==> config.mk <==
export PLATFORM = sky130hd
export DESIGN_NAME = ram_arbiter
export DESIGN_NICKNAME = d
export VERILOG_FILES = /design/src/rtl/ram_arb_pkg.sv /design/src/rtl/ram_arbiter_rr_pick2.sv /design/src/rtl/ram_arbiter.sv
export SDC_FILE = /design/constraint.sdc
export NUM_CORES = 1
export LEC_CHECK = 0
export CAP_MARGIN = 0
export CORE_ASPECT_RATIO = 0.5
export CORE_MARGIN = 10
export CORE_UTILIZATION = 40
export CTS_CLUSTER_SIZE = 16
export DETAILED_ROUTE_END_ITERATION = 8
export PLACE_DENSITY = 0.81
export SLEW_MARGIN = 25
export SYNTH_ARGS = -nofsm -noshare
export SYNTH_HDL_FRONTEND = slang
export SYNTH_SLANG_ARGS = --single-unit
==> constraint.sdc <==
create_clock -name clk -period 3.8 [get_ports clk]
set_input_delay 0.76 -clock clk [delete_from_list [all_inputs] [get_ports clk]]
set_output_delay 0.76 -clock clk [all_outputs]
set_load 0.01 [all_outputs]
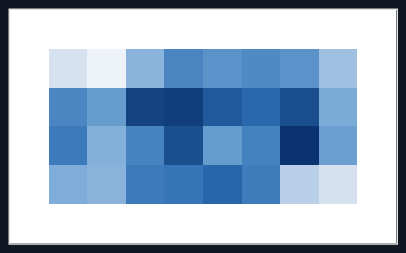
*Cell density map*
(4 px per micron) The die is cut into 10 by 6 equal tiles; white is low, dark blue is high, 0 to 100% covered.
densest ninth of the die: center
mean over tiles: 32%
nearly empty tiles: 47%
fullest tile: 99%
tiles over 75% full: 13%
emptiest ninth of the die: upper left
Core Region: 0.002700 sq mm
post-layout util: 69.09%
Pre-Place Util: 43.47%

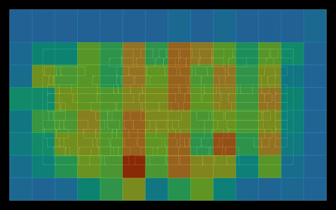
*Routing congestion map*
DR WL/cell: 14.81 microns
GRT Total Usage: 9.416%
met1 Use GR: 8.506%
grt peak-use layer: met2
M3 GR Usage: 3.492%

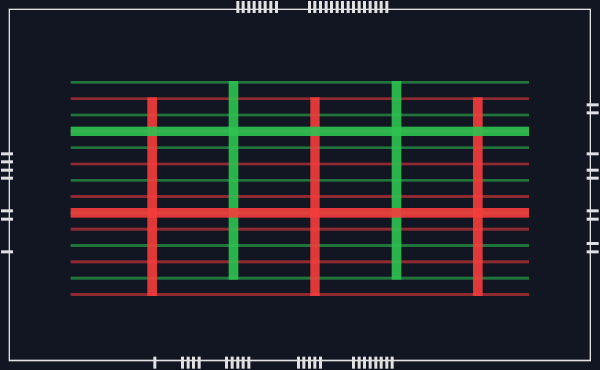
*Floorplan with the power grid*
(6 px per micron) Pins as bars on the die edge.
| net | color |
|---|---|
| VSS | red |
| VDD | green |
rows: 13
met4 straps: 5
met5 straps: 2
Max rail drop VDD: 0.2663 mV
die span in x: 96.61 microns
Die Y-Extent: 58.30 microns

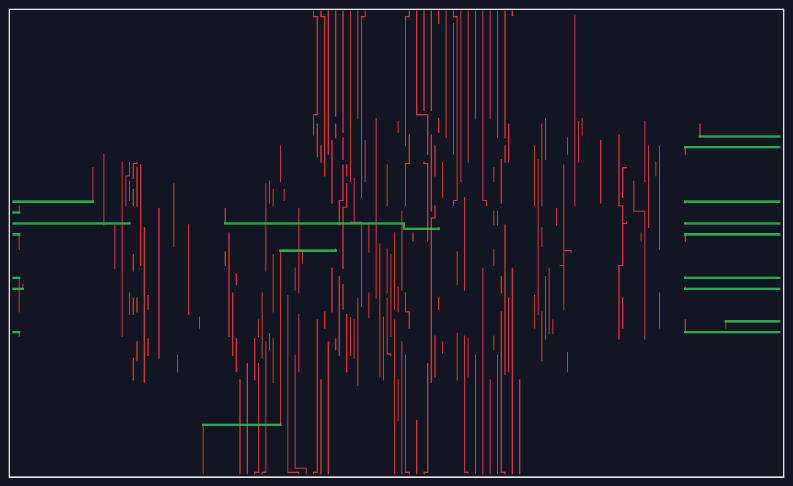
*Signal wires by layer*
(8 px per micron) Two of the layers only.
| layer | color | wire length |
|---|---|---|
| M2 | red | 1640 microns |
| M3 | green | 171 microns |
via count: 865
drt total wl: 2843 microns

==> results.sh <==
# implementation run metrics
export IMPL_status="completed"
export IMPL_drc=0
export IMPL_dpl_cell_area_sq_mm=0.001792
export IMPL_root_buffer="clkbuf_8"
export IMPL_period_needed_ns=2.579
export IMPL_wl_met3_microns=170
export IMPL_yosys_cells=94
export IMPL_cts_resized=0
export IMPL_tool_warnings=26
export IMPL_postRouteAntennaNets=0
export IMPL_topRoutingLayerUsed="met3"
export IMPL_ctsHoldBuffers=0
export IMPL_cts_buffers=3
export IMPL_clockBufferDepth=2
export IMPL_hpwl_microns=2323
export IMPL_dpl_cell_count=188
export IMPL_syn_num_nets=130
export IMPL_relSlewSlack_pct=60.03
export IMPL_rows=13
export IMPL_vias_per_cell=4.505
export IMPL_synth_top_area_share_pct=33.26
export IMPL_grt_max_degree=20
export IMPL_ys_area_sq_mm=0.001174
export IMPL_largest_area_cell="edfxtp_1"
export IMPL_cts_setup_buffers=0
export IMPL_grt_setup_unrepaired="false"
export IMPL_fin_crit_sh_pct=67.86
export IMPL_postSynthCellCount=94
export IMPL_syn_area_sq_mm=0.001174
export IMPL_dieArea_sq_mm=0.005632
export IMPL_fill_cells=202
export IMPL_drive_gt1_share_pct=14.19
export IMPL_holdWs_ns=0.4606
export IMPL_endpoint_kind="output port"
export IMPL_setup_tns_ns=0
export IMPL_antenna_cells=0
export IMPL_cap_violations=0
export IMPL_num_io_pins=62
export IMPL_start_kind="flip-flop"
export IMPL_finalNetCount=192
export IMPL_htreeDepth=1
export IMPL_wl_met1_microns=1029
export IMPL_worstPathRequired_ns=3.04
export IMPL_critPathKind="reg -> out"
export IMPL_r2r_cells=2
export IMPL_power_density_mw_per_mm2=361.7
export IMPL_clock_sinks=24
export IMPL_grt_pass1_wl_microns=4402
export IMPL_met2_length_microns=1643
export IMPL_p_total_mw=0.6747
export IMPL_portBuffers=61
export IMPL_p_leak_nw=0.7272
export IMPL_synth_seq_share_pct=52.03
export IMPL_cts_tree="built"
export IMPL_first_pass_iters=3
export IMPL_hold_class="reg -> reg"
export IMPL_area_growth_pct=58.96
export IMPL_fin_skew_ns=0.001354
export IMPL_hold_depth=2
export IMPL_synth_flops=24
export IMPL_grt_pass1_vias=885
export IMPL_synth_area_per_cell_sq_um=12.49
[power by group]
part	total, mW	switching, mW	internal (mW)	leakage (nW)
Sequential	0.313	0.0125	0.301	0.217
Clock	0.220	0.0790	0.141	0.0357
Combinational	0.142	0.0500	0.0916	0.474
Total	0.675	0.141	0.533	0.727
[synth_stat cells]
cell type and instances:
nand2_1 17, edfxtp_1 13, dfxtp_1 11, mux2_4 9
and3_1 8, mux2i_1 8, and2_1 6, mux2_2 3
buf_2 2, nor2_1 2, nor3b_1 2, a21boi_4 1
and3b_1 1, buf_12 1, buf_6 1, clkbuf_2 1
inv_1 1, nand2b_1 1, nor2b_1 1, nor2b_4 1
nor3_1 1, nor3b_2 1, o32a_1 1, or2_4 1
[critical path: stages, from the launching register on]
cell	delay (ns)
edfxtp_1	0.53
nor3b_2	0.23
buf_4	0.23
clkdlybuf4s50_1	0.56
[metal layers]
layer | vias up | track usage (%)
met2 | 23 | 19.70
met5 | - | 0
met1 | 394 | 8.506
met4 | 0 | 2.505
met3 | 0 | 3.492
li1 | 448 | -
[metrics by stage]
| step | util [%] | setup slack, ns |
|---|---|---|
| finish | 69.09 | 1.221 |
| CTS | 69.00 | 1.194 |
| global placement | 66.36 | 1.304 |
| global route | 69.09 | 1.137 |
| detailed placement | 66.36 | 1.280 |
| floorplan | - | 2.045 |
[kinds of logic after synthesis]
| kind of cell | count (synthesis) | share of synthesized area (%) |
|---|---|---|
| DFF | 24 | 52.03 |
| and+or+nand+nor | 42 | 20.04 |
| AOI/OAI and AO/OA | 2 | 2.452 |
| buffers and inverters | 6 | 4.264 |
| muxes | 20 | 21.22 |
[layout make-up]
| cell class | instances | area [sq um] | share of cell area [%] |
|---|---|---|---|
| Clock buffer | 3 | 41.29 | 2.213 |
| Clock inverter | 1 | 30.03 | 1.610 |
| Inverter | 1 | 3.754 | 0.2012 |
| Multi-Input combinational cell | 64 | 515.5 | 27.63 |
| Sequential cell | 24 | 610.6 | 32.73 |
| Tap cell | 37 | 46.29 | 2.482 |
| Timing Repair Buffer | 62 | 618.1 | 33.13 |
[layout by cell type (no fill, tap or decap)]
cell / Yosys / final
nor3b_1: 2 / 2
clkbuf_8: 0 / 3
nand2b_1: 1 / 1
nor2_1: 2 / 1
and2_1: 6 / 6
nand2_1: 17 / 17
mux2i_1: 8 / 8
a21boi_4: 1 / 1
nor2b_4: 1 / 1
mux2_4: 9 / 9
clkdlybuf4s50_1: 0 / 61
buf_4: 0 / 1
nor2b_1: 1 / 1
and3_1: 8 / 8
nor3_1: 1 / 1
nor3b_2: 1 / 1
o32a_1: 1 / 1
edfxtp_1: 13 / 13
bufinv_16: 0 / 1
inv_1: 1 / 1
nor2_2: 0 / 1
dfxtp_1: 11 / 11
and3b_1: 1 / 1
or2_4: 1 / 1
mux2_2: 3 / 3
Power is estimated from default activity; no workload was simulated.
